$ cat src/rtl/four_bit_full_adder_pkg.sv
// Shared constants for the ripple-carry adder slice.
package four_bit_full_adder_pkg;

  localparam int DEFAULT_WIDTH = 4;

endpackage

$ cat src/rtl/four_bit_full_adder_full_adder.sv
// One-bit full adder cell; the ripple chain in four_bit_full_adder is built from these.
module full_adder (
  input  logic a,
  input  logic b,
  input  logic cin,
  output logic s,
  output logic cout
);

  assign s    = a ^ b ^ cin;
  assign cout = (a & b) | (a & cin) | (b & cin);

endmodule

$ cat src/rtl/four_bit_full_adder.sv
// Ripple-carry adder with a purely combinational sum/carry and one registered result stage.
module four_bit_full_adder
  import four_bit_full_adder_pkg::*;
#(
  parameter int WIDTH = DEFAULT_WIDTH
) (
  output logic [WIDTH-1:0] s,
  output logic             carry,
  input  logic [WIDTH-1:0] a,
  input  logic [WIDTH-1:0] b,
  input  logic             cin,
  input  logic             clk,
  input  logic             rst,
  input  logic             in_valid,
  output logic [WIDTH-1:0] s_q,
  output logic             carry_q,
  output logic             zero_q,
  output logic             ovf_q,
  output logic             out_valid
);

  logic [WIDTH:0] c;

  assign c[0] = cin;

  for (genvar i = 0; i < WIDTH; i++) begin : g_bit
    full_adder u_fa (
      .a   (a[i]),
      .b   (b[i]),
      .cin (c[i]),
      .s   (s[i]),
      .cout(c[i+1])
    );
  end

  assign carry = c[WIDTH];

  // Register stage: the combinational chain above must stay independent of clk/rst/in_valid.
  always_ff @(posedge clk) begin
    if (rst) begin
      s_q       <= '0;
      carry_q   <= 1'b0;
      zero_q    <= 1'b1;
      ovf_q     <= 1'b0;
      out_valid <= 1'b0;
    end else begin
      out_valid <= in_valid;
      if (in_valid) begin
        s_q     <= s;
        carry_q <= carry;
        zero_q  <= ~(|{carry, s});
        ovf_q   <= c[WIDTH-1] ^ c[WIDTH];
      end
    end
  end

endmodule

$ cat config.mk
export PLATFORM = sky130hd
export DESIGN_NAME = four_bit_full_adder
export DESIGN_NICKNAME = d
export VERILOG_FILES = /design/src/rtl/four_bit_full_adder_pkg.sv /design/src/rtl/four_bit_full_adder_full_adder.sv /design/src/rtl/four_bit_full_adder.sv
export SDC_FILE = /design/constraint.sdc
export NUM_CORES = 1
export LEC_CHECK = 0
export CAP_MARGIN = 20
export CORE_MARGIN = 2
export CORE_UTILIZATION = 32
export CTS_BUF_LIST = sky130_fd_sc_hd__clkbuf_16
export CTS_CLUSTER_DIAMETER = 200
export DETAILED_ROUTE_END_ITERATION = 8
export GPL_TIMING_DRIVEN = 1
export PLACE_DENSITY = 0.72
export SYNTH_ARGS = -nofsm -noshare
export SYNTH_HDL_FRONTEND = slang
export SYNTH_SLANG_ARGS = --single-unit
$ cat constraint.sdc
create_clock -name clk -period 2.6 [get_ports clk]
set_input_delay 0.52 -clock clk [delete_from_list [all_inputs] [get_ports clk]]
set_output_delay 0.52 -clock clk [all_outputs]
set_load 0.02 [all_outputs]
==> impl_metrics.tcl <==
# metrics dict for downstream scripts
set metrics [dict create \
    fill_cells 114 \
    wl_met1_um 371 \
    max_stage_delay_ns 0.55 \
    largest-register "s_q" \
    yosysMostFrequentCell "dfxtp_1" \
    seq_area_um2 160 \
    comb_power_mw 0.173 \
    power_frac_clock_pct 45.2 \
    buffer_area_share_pct 36.7 \
    synth-edff-count 0 \
    startpoint "a[0]" \
    top_cell_area_share_pct 36.6 \
    ir_drop_mv 0.300 \
    drive_above_1_share_pct 35.3 \
    ys_sh_xor_pct 2.00 \
    swShare_pct 25.3 \
    path_depth 8 \
    timing.hold.ws_ns 0.487 \
    n_all_inverters 6 \
    syn_nets 57 \
    placed_cell_area_um2 697 \
    ant_nets 0 \
    yosysChipArea_um2 438 \
    n_antenna_cell 0 \
    endpoint_kind "primary output" \
    lay_top_count "clkdlybuf4s50_1" \
    grt_pass1_wl_um 1370 \
    combinationalPowerShare_pct 30.3 \
    fp_util_pct 34.1 \
    required_ns 2.08 \
    critical_path_class "in2out" \
    pg_seq_mw 0.140 \
    intPower_mw 0.427 \
    ys_cells 41 \
    design_area_um2 792 \
    clock_skew_ns 0 \
    async_flop_share_pct 0 \
    ys_sh_aoi_pct 5.71 \
    die-area_um2 1680 \
    p_seq_share_pct 24.5 \
    worstMarginPinSlew_ns 0.429 \
    min_path_cells 2 \
    endpoint "s[3]" \
    power.group.top "the clock network" \
    outcome "finished with violations" \
    finalNetCount 86 \
    worstHoldEndpoint "ovf_q" \
    path_buffers 4 \
    htree_levels 1 \
    drc 0 \
    antenna_found_initial 0 \
    worstSetupStartpointType "primary input" \
    dpl_worst_slack_ns -1.09 \
    violations "setup timing" \
    final.clkbuf_count 3 \
    syn_area_um2 438 \
    clk_share_pct 9.48 \
    powerDensity_nw_per_um2 722 \
    r2r-start "zero_q" \
    final-comb-area_um2 220 \
    top_area_cell "dfxtp_1" \
    root_buffer "clkbuf_16" \
    clk_pin_slew_ns 0.04 \
    syn_to_final_growth_pct 80.9 \
    cp_top_family "adder cells" \
    syn_avg_cell_area_um2 10.7 \
    core_um2 1280 \
    grt_pass1_vias 343 \
    common_cells "dfxtp_1, nor2_1, inv_1" \
    syn_inst 41 \
    simple_gate_area_share_pct 12.9 \
    worstSkewPairLatency_ns 0.23 \
    rsz0062_at_grt "true" \
    worst_path_max_delay_cell "fa_2" \
    gp_congestion 0.632 \
    ys_types 13 \
    final_cells 83 \
    finalSetupViolations 2 \
    cts_hold_buf 0 \
    ctsResizeCount 37 \
    min_period_over_period_pct 108 \
    power_clock_mw 0.258 \
    rr_worst_depth 1 \
    dr.first_iter.drc_count 1 \
    place_inst 79 \
    setup_ws_ns -0.216 \
    die_h_um 41.0 \
    relSlewSlack_pct 71.3 \
    worstPathMaxFanout 2 \
    r2r_end "zero_q" \
    post_cts_buffers 1 \
    min_path_type "reg2reg" \
    fmax_mhz 355 \
    core.rowCount 13 \
    cts.sinks 8 \
    final_cell_mix "clkdlybuf4s50_1, dfxtp_1, nor2_1" \
    top_layer "met4" \
    grt_overflow 0 \
    largest_register_ffs 4 \
    synth_seq_share_pct 36.6 \
    r2r_slack_ns 1.85 \
    hpwl_um 667 \
    setup_tns_ns -0.256 \
]
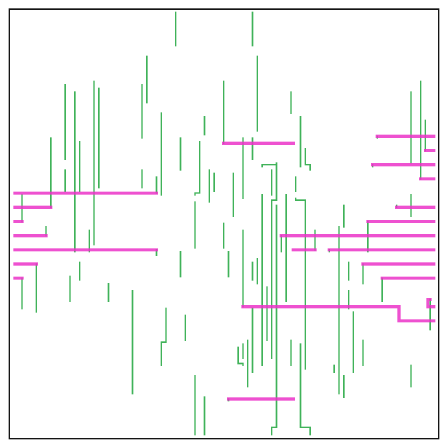
Figure 1: wiring by layer.
Two of the layers only.
Magenta shows met3, wire length 133 µm. Green shows met2, wire length 398 µm.
final WL: 926 µm
vias post-DR: 362
WL per Instance: 11.2 µm

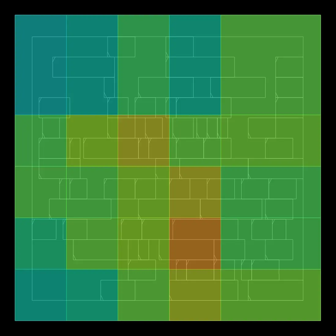
Figure 2: congestion heat map.
GR peak layer: met2
M3 GR Usage: 7.61%

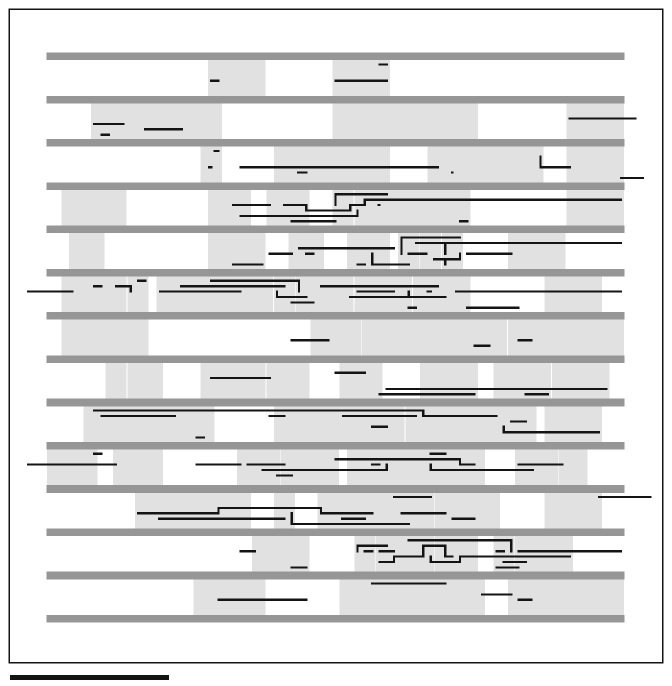
Figure 3: met1 routing.
The bar under the picture is 10 µm long. Supply wires on this layer in grey.
65 nets have wire on it. The layer holds 40% of the routed length. The layer carries 372 µm of wire. The wires run mostly horizontal. The longest straight run is 20.7 µm.

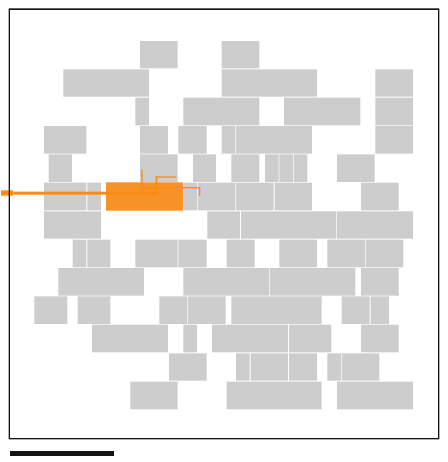
Figure 4: port wiring.
The bar under the picture is 10 µm long.
Orange shows carry_q, bits 1, direction output, edge left, end cells 1, buffers 1, wire 24.8 µm.
PortBufs: 24
# IOs: 25

